===== config.mk =====
export PLATFORM = sky130hd
export DESIGN_NAME = matrix_key_scan
export DESIGN_NICKNAME = d
export VERILOG_FILES = /design/src/rtl/matrix_key_scan.sv
export SDC_FILE = /design/constraint.sdc
export NUM_CORES = 1
export LEC_CHECK = 0
export CAP_MARGIN = 20
export CORE_UTILIZATION = 50
export DETAILED_ROUTE_END_ITERATION = 8
export PLACE_DENSITY = 0.68
export SLEW_MARGIN = 20
export SYNTH_ARGS = -nofsm -noshare
export SYNTH_HDL_FRONTEND = slang
export SYNTH_SLANG_ARGS = --single-unit

===== constraint.sdc =====
create_clock -name clk -period 9.92 [get_ports clk]
set_clock_uncertainty 0.05 [all_clocks]
set_input_delay 1.488 -clock clk [delete_from_list [all_inputs] [get_ports clk]]
set_output_delay 1.488 -clock clk [all_outputs]
set_load 0.02 [all_outputs]

===== src/rtl/matrix_key_scan.sv =====
`timescale 1ns/1ps
// 4x4 active-low keypad scanner: drives one row low per slot, samples the
// synchronised columns at the end of each slot and debounces every key independently.
module matrix_key_scan #(
    parameter int SCAN_DIV  = 6000,
    parameter int DEB_SCANS = 5
) (
    input  logic        clk,
    input  logic        rst_n,
    input  logic [3:0]  col,
    output logic [3:0]  row,
    output logic [15:0] key_out,
    output logic        key_any,
    output logic [3:0]  key_code,
    output logic        key_evt
);

    localparam logic [15:0] DIV_LAST = 16'(SCAN_DIV - 1);
    // deb + 1 == DEB_SCANS is the same test as deb == DEB_SCANS - 1, without overflow
    localparam logic [3:0]  DEB_LAST = 4'(DEB_SCANS - 1);

    typedef enum logic [1:0] {
        ROW0 = 2'd0,
        ROW1 = 2'd1,
        ROW2 = 2'd2,
        ROW3 = 2'd3
    } row_state_t;

    logic [3:0]  col_meta_reg;
    logic [3:0]  col_sync_reg;
    logic [3:0]  col_s;
    logic [15:0] div_cnt_reg;
    logic        tick;
    row_state_t  state_reg;
    logic [3:0]  row_reg;
    logic [15:0] key_out_reg;
    logic [15:0] key_next;
    logic        key_any_reg;
    logic [3:0]  key_code_reg;
    logic [3:0]  key_code_next;
    logic        key_evt_reg;

    // Released lines read as 1 through the pull-ups, so the synchroniser resets high.
    always_ff @(posedge clk or negedge rst_n) begin
        if (!rst_n) begin
            col_meta_reg <= 4'hF;
            col_sync_reg <= 4'hF;
        end else begin
            col_meta_reg <= col;
            col_sync_reg <= col_meta_reg;
        end
    end

    assign col_s = ~col_sync_reg;

    always_ff @(posedge clk or negedge rst_n) begin
        if (!rst_n) begin
            div_cnt_reg <= '0;
        end else if (tick) begin
            div_cnt_reg <= '0;
        end else begin
            div_cnt_reg <= div_cnt_reg + 16'd1;
        end
    end

    assign tick = (div_cnt_reg == DIV_LAST);

    always_ff @(posedge clk or negedge rst_n) begin
        if (!rst_n) begin
            state_reg <= ROW0;
            row_reg   <= 4'b1110;
        end else if (tick) begin
            case (state_reg)
                ROW0: begin
                    state_reg <= ROW1;
                    row_reg   <= 4'b1101;
                end
                ROW1: begin
                    state_reg <= ROW2;
                    row_reg   <= 4'b1011;
                end
                ROW2: begin
                    state_reg <= ROW3;
                    row_reg   <= 4'b0111;
                end
                default: begin
                    state_reg <= ROW0;
                    row_reg   <= 4'b1110;
                end
            endcase
        end
    end

    genvar gi;
    generate
        for (gi = 0; gi < 16; gi++) begin : g_key
            localparam logic [1:0] ROW_IDX = 2'(gi / 4);
            localparam int         COL_IDX = gi % 4;

            logic [3:0] deb_reg;
            logic       sample;
            logic       raw;
            logic       disagree;
            logic       qualify;

            assign sample   = tick && (state_reg == row_state_t'(ROW_IDX));
            assign raw      = col_s[COL_IDX];
            assign disagree = (raw != key_out_reg[gi]);
            assign qualify  = sample && disagree && (deb_reg == DEB_LAST);

            // Any agreeing sample restarts the count, so bounce never accumulates.
            always_ff @(posedge clk or negedge rst_n) begin
                if (!rst_n) begin
                    deb_reg <= '0;
                end else if (sample) begin
                    if (!disagree || deb_reg == DEB_LAST) begin
                        deb_reg <= '0;
                    end else begin
                        deb_reg <= deb_reg + 4'd1;
                    end
                end
            end

            assign key_next[gi] = qualify ? raw : key_out_reg[gi];
        end
    endgenerate

    always_comb begin
        key_code_next = '0;
        for (int i = 15; i >= 0; i--) begin
            if (key_next[i]) begin
                key_code_next = 4'(i);
            end
        end
    end

    // All four outputs load from key_next on one edge so they never disagree.
    always_ff @(posedge clk or negedge rst_n) begin
        if (!rst_n) begin
            key_out_reg  <= '0;
            key_any_reg  <= 1'b0;
            key_code_reg <= '0;
            key_evt_reg  <= 1'b0;
        end else begin
            key_out_reg  <= key_next;
            key_any_reg  <= |key_next;
            key_code_reg <= key_code_next;
            key_evt_reg  <= (key_next != key_out_reg);
        end
    end

    assign row      = row_reg;
    assign key_out  = key_out_reg;
    assign key_any  = key_any_reg;
    assign key_code = key_code_reg;
    assign key_evt  = key_evt_reg;

endmodule


Run 1, signal wires on met1:
Scale bar: 20 microns. Supply wires on this layer in gray. Cells faint in the background.
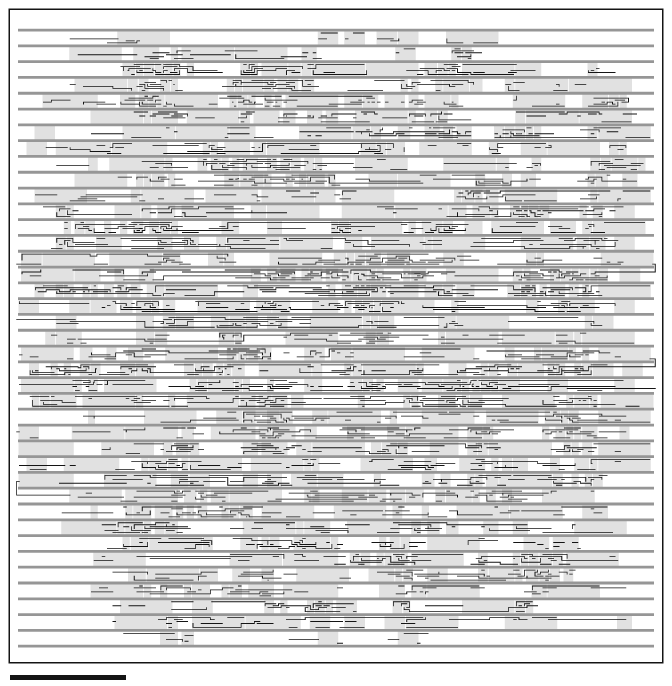
longest straight run: 35.0 microns
share of all routed wire: 48%
DR vias: 4,804
met1 usage: 0.307
drt total wl: 13.4 mm

Run 1, metal layers overlaid:
Only two layers are drawn.
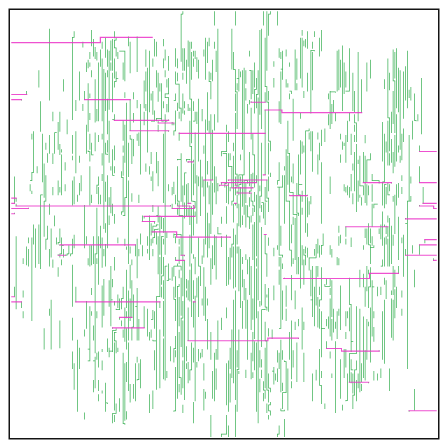
legend:
  green:
    layer: metal 2
    wire_length: 6,410 microns
  magenta:
    layer: metal 3
    wire_length: 483 microns

==> qor.yml, run 1 <==
status: "complete, but fails checks"
violations: "DRC"
port_buffers: 31
sequentialPower_uw: 481
netlist_instances: 648
area_leaders: "dfrtp_1 43%, ha_1 7.8%, o21ai_0 6.8%, nand2_1 5.2%, dfstp_2 4.8%"
maxCapViolations: 0
rsz0062_at_grt: "no"
async_flop_share: 1.00
common_cells: "105 x dfrtp_1, 84 x nand2_1, 83 x o21ai_0"
drcViolationCount: 1
seq_cells: 116
post-cts-setup-buffers: 0
slowest_stage: "o31ai_1"
clockBufferDepth: 2
setup_viol: 0
grt_pass1_vias: 4632
yosys.area.top_type: "dfrtp_1"
critPathCaptureType: "flip-flop"
clock_power_share: 0.542
lay_top_cells: "105 x dfrtp_1, 84 x nand2_1, 83 x o21ai_0"
initCoreUtil: 0.523
layout-drive-gt1-share: 0.0808
leakage_nw: 3.12
edf_count: 0
maxSlewHeadroom: 0.425
cts.clk_slew.worst_paths_ps: 50
root_buffer: "clkbuf_16"
dieArea_sq_mm: 0.0126
met3_usage: 0.0599
hpwl_mm: 9.18
ys_sh_xor: 0.0418
synth.cell_area_sq_mm: 0.00608
crit_required_ps: 10170
pre_cts_ws_ps: 6270
hold_viol_final: 0
aoi_share: 0.136
p_sw_uw: 232
comb_area_sq_mm: 0.00291
place.gp.congestion: 0.888
setup_slack_ps: 6220
wl_per_cell_microns: 16.0
buf_share: 0.0476
holdPathEnd: "col_sync_reg[2]$_DFF_PN1_"
crit_chain: "or4b_1, nor4_1, nand2_1, o31ai_1, nor2_1, a21oi_1, o31ai_1, a211oi_1"
ios: 32
yosys_warnings: 0
dpl.cell_count: 805
cp_num_cells: 8
route.met2.wl_mm: 6.41
place_area_sq_mm: 0.00651
crit_type: "flip-flop to flip-flop"
top_power_group: "clock"
clock_tree_area_fraction: 0.0817
min-delay-path-class: "flip-flop to flip-flop"
holdPathStages: 0
fillers: 979
comb-power_uw: 23.7
critPathTopFamily: "simple AND/OR/NAND/NOR gates"
timing.fmax_ghz: 0.270
fin_setup_tns_ps: 0
top_cell: "dfrtp_1"
grt_first_pass_wirelength_mm: 22.5
core_sq_mm: 0.0116
nonClockInverterCount: 45
hold_start: "col_meta_reg[2]$_DFF_PN1_"
muxShareOfSynthArea: 0.00823
yosys.area_share.simple: 0.213
yosys.area.top_type_share: 0.432
cp-endpoint: "key_code[1]$_DFF_PN0_"
syn_to_final_growth_pct: 16.7
diodes: 0
tritoncts: "yes"
tap_cells: 143
buffers: 35
seq_area_frac_synth: 0.480
Run 1, sequential cells grouped by signal name:
Scale bar: 20 microns. Other sequential cells in the stronger gray, the rest of the logic in the fainter gray.
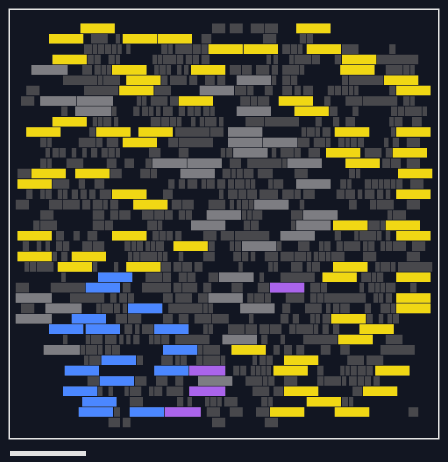
legend:
  yellow:
    signal: g_key.deb_reg
    sequential_cells: 64
    where: widely spread
  blue:
    signal: div_cnt_reg
    sequential_cells: 16
    where: bottom left
  purple:
    signal: row
    sequential_cells: 4
    where: bottom middle
not colored: 32

==> run 2: changes to the inputs <==
--- a/config.mk
+++ b/config.mk
@@ -8,7 +8,7 @@
 export CAP_MARGIN = 20
 export CORE_UTILIZATION = 50
 export DETAILED_ROUTE_END_ITERATION = 8
-export PLACE_DENSITY = 0.68
+export PLACE_DENSITY = 0.71
 export SLEW_MARGIN = 20
 export SYNTH_ARGS = -nofsm -noshare
 export SYNTH_HDL_FRONTEND = slang
==> constraint.sdc (replaced) <==
create_clock -name clk -period 3 [get_ports clk]
set_clock_uncertainty 0.05 [all_clocks]
set_input_delay 0.45 -clock clk [delete_from_list [all_inputs] [get_ports clk]]
set_output_delay 0.45 -clock clk [all_outputs]
set_load 0.02 [all_outputs]
Run 2, wires at chosen ports, followed through buffers:
Scale bar: 20 microns.
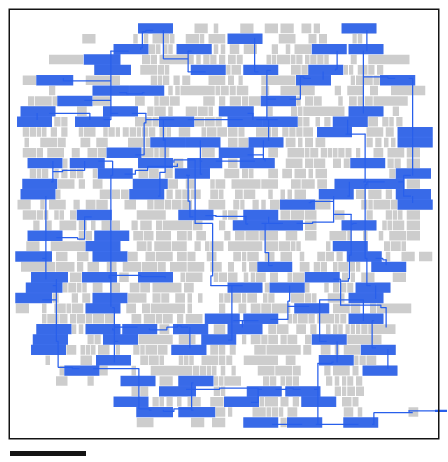
legend:
  blue:
    port: rst_n
    bits: 1
    direction: input
    end_cells: 116
    buffers: 3
    wire: 998 microns

Run 2, routing congestion:
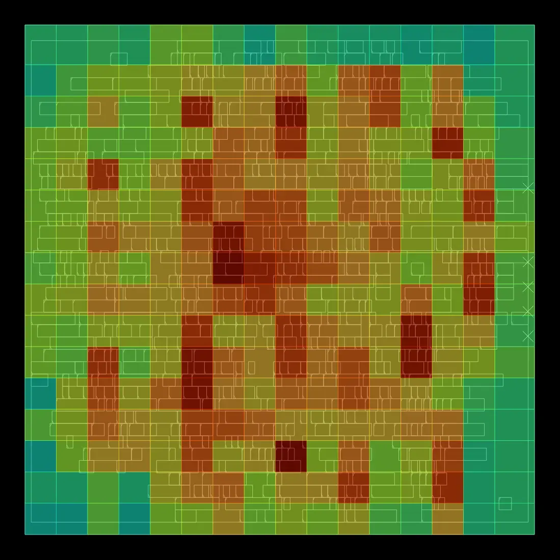
met1 usage: 0.310
WL per Instance: 16.1 microns
M3 GR Usage: 0.0686
GRT met2 Usage: 0.419
most used routing layer: met2

==> run 2 against run 1 <==
The flow finishes with violations (DRC, setup timing). Die size unchanged. Critical path depth unchanged. Final area increased by 7.8%. Synthesized cell count did not move. Power rose to 3.4 times the previous value. Wire length rose by 7.8%. Cell count grew 6.8%. Count of clock-buffer cells in the layout is 1 higher. Sequential power rose to 3.3 times the previous value. Global-route usage grew 2.0 points. Core utilization is 4.8 points higher. Critical path type unchanged. Critical endpoint is now key_any$_DFF_PN0_. Largest power group unchanged.
==> qor.yml, run 2 <==
tritoncts: "yes"
yosys.area.top_type: "dfrtp_1"
yosys.area_share.simple: 0.213  # unchanged
ios: 32  # unchanged
ys_sh_xor: 0.0418  # unchanged
cp-endpoint: "key_any$_DFF_PN0_"
seq_cells: 116  # unchanged
status: "complete, but fails checks"
clockBufferDepth: 2  # unchanged
maxSlewHeadroom: 0.535  # +0.110
drcViolationCount: 5  # +4
critPathTopFamily: "simple AND/OR/NAND/NOR gates"
seq_area_frac_synth: 0.480  # unchanged
root_buffer: "clkbuf_16"
core_sq_mm: 0.0116  # unchanged
sequentialPower_mw: 1.58  # +230%
hpwl_mm: 10.4  # +14%
yosys.area.top_type_share: 0.432  # unchanged
edf_count: 0  # unchanged
initCoreUtil: 0.523  # unchanged
post-cts-setup-buffers: 7  # +7
route.met2.wl_mm: 7.14  # +11%
buffers: 91  # +160%
area_leaders: "dfrtp_1 43%, ha_1 7.8%, o21ai_0 6.8%, nand2_1 5.2%, dfstp_2 4.8%"
synth.cell_area_sq_mm: 0.00608  # unchanged
critPathCaptureType: "flip-flop"
aoi_share: 0.136  # unchanged
place.gp.congestion: 0.865  # -2.6%
grt_pass1_vias: 5112  # +10%
leakage_nw: 3.45  # +10%
clock_tree_area_fraction: 0.0802  # -0.00152
layout-drive-gt1-share: 0.171  # +0.0899
violations: "DRC, setup timing"
setup_viol: 2  # +2
setup_slack_ps: -103  # -6320 ps
rsz0062_at_grt: "yes"
yosys_warnings: 0  # unchanged
muxShareOfSynthArea: 0.00823  # unchanged
port_buffers: 31  # unchanged
hold_viol_final: 0  # unchanged
slowest_stage: "or4_4"
nonClockInverterCount: 45  # unchanged
crit_chain: "or4b_4, or4_4, o21ai_2, o31a_2, inv_2, or4_4, nor4_4, or3b_1"
wl_mm: 14.4  # +7.8%
netlist_instances: 648  # unchanged
pre_cts_ws_ps: -218  # -6490 ps
cts.clk_slew.worst_paths_ps: 50  # about the same
grt_first_pass_wirelength_mm: 24.5  # +8.7%
cp_num_cells: 8  # unchanged
comb_area_sq_mm: 0.00299  # +2.8%
lay_top_cells: "105 x dfrtp_1, 82 x nand2_1, 80 x o21ai_0"
Power and IR drop assume default switching activity.
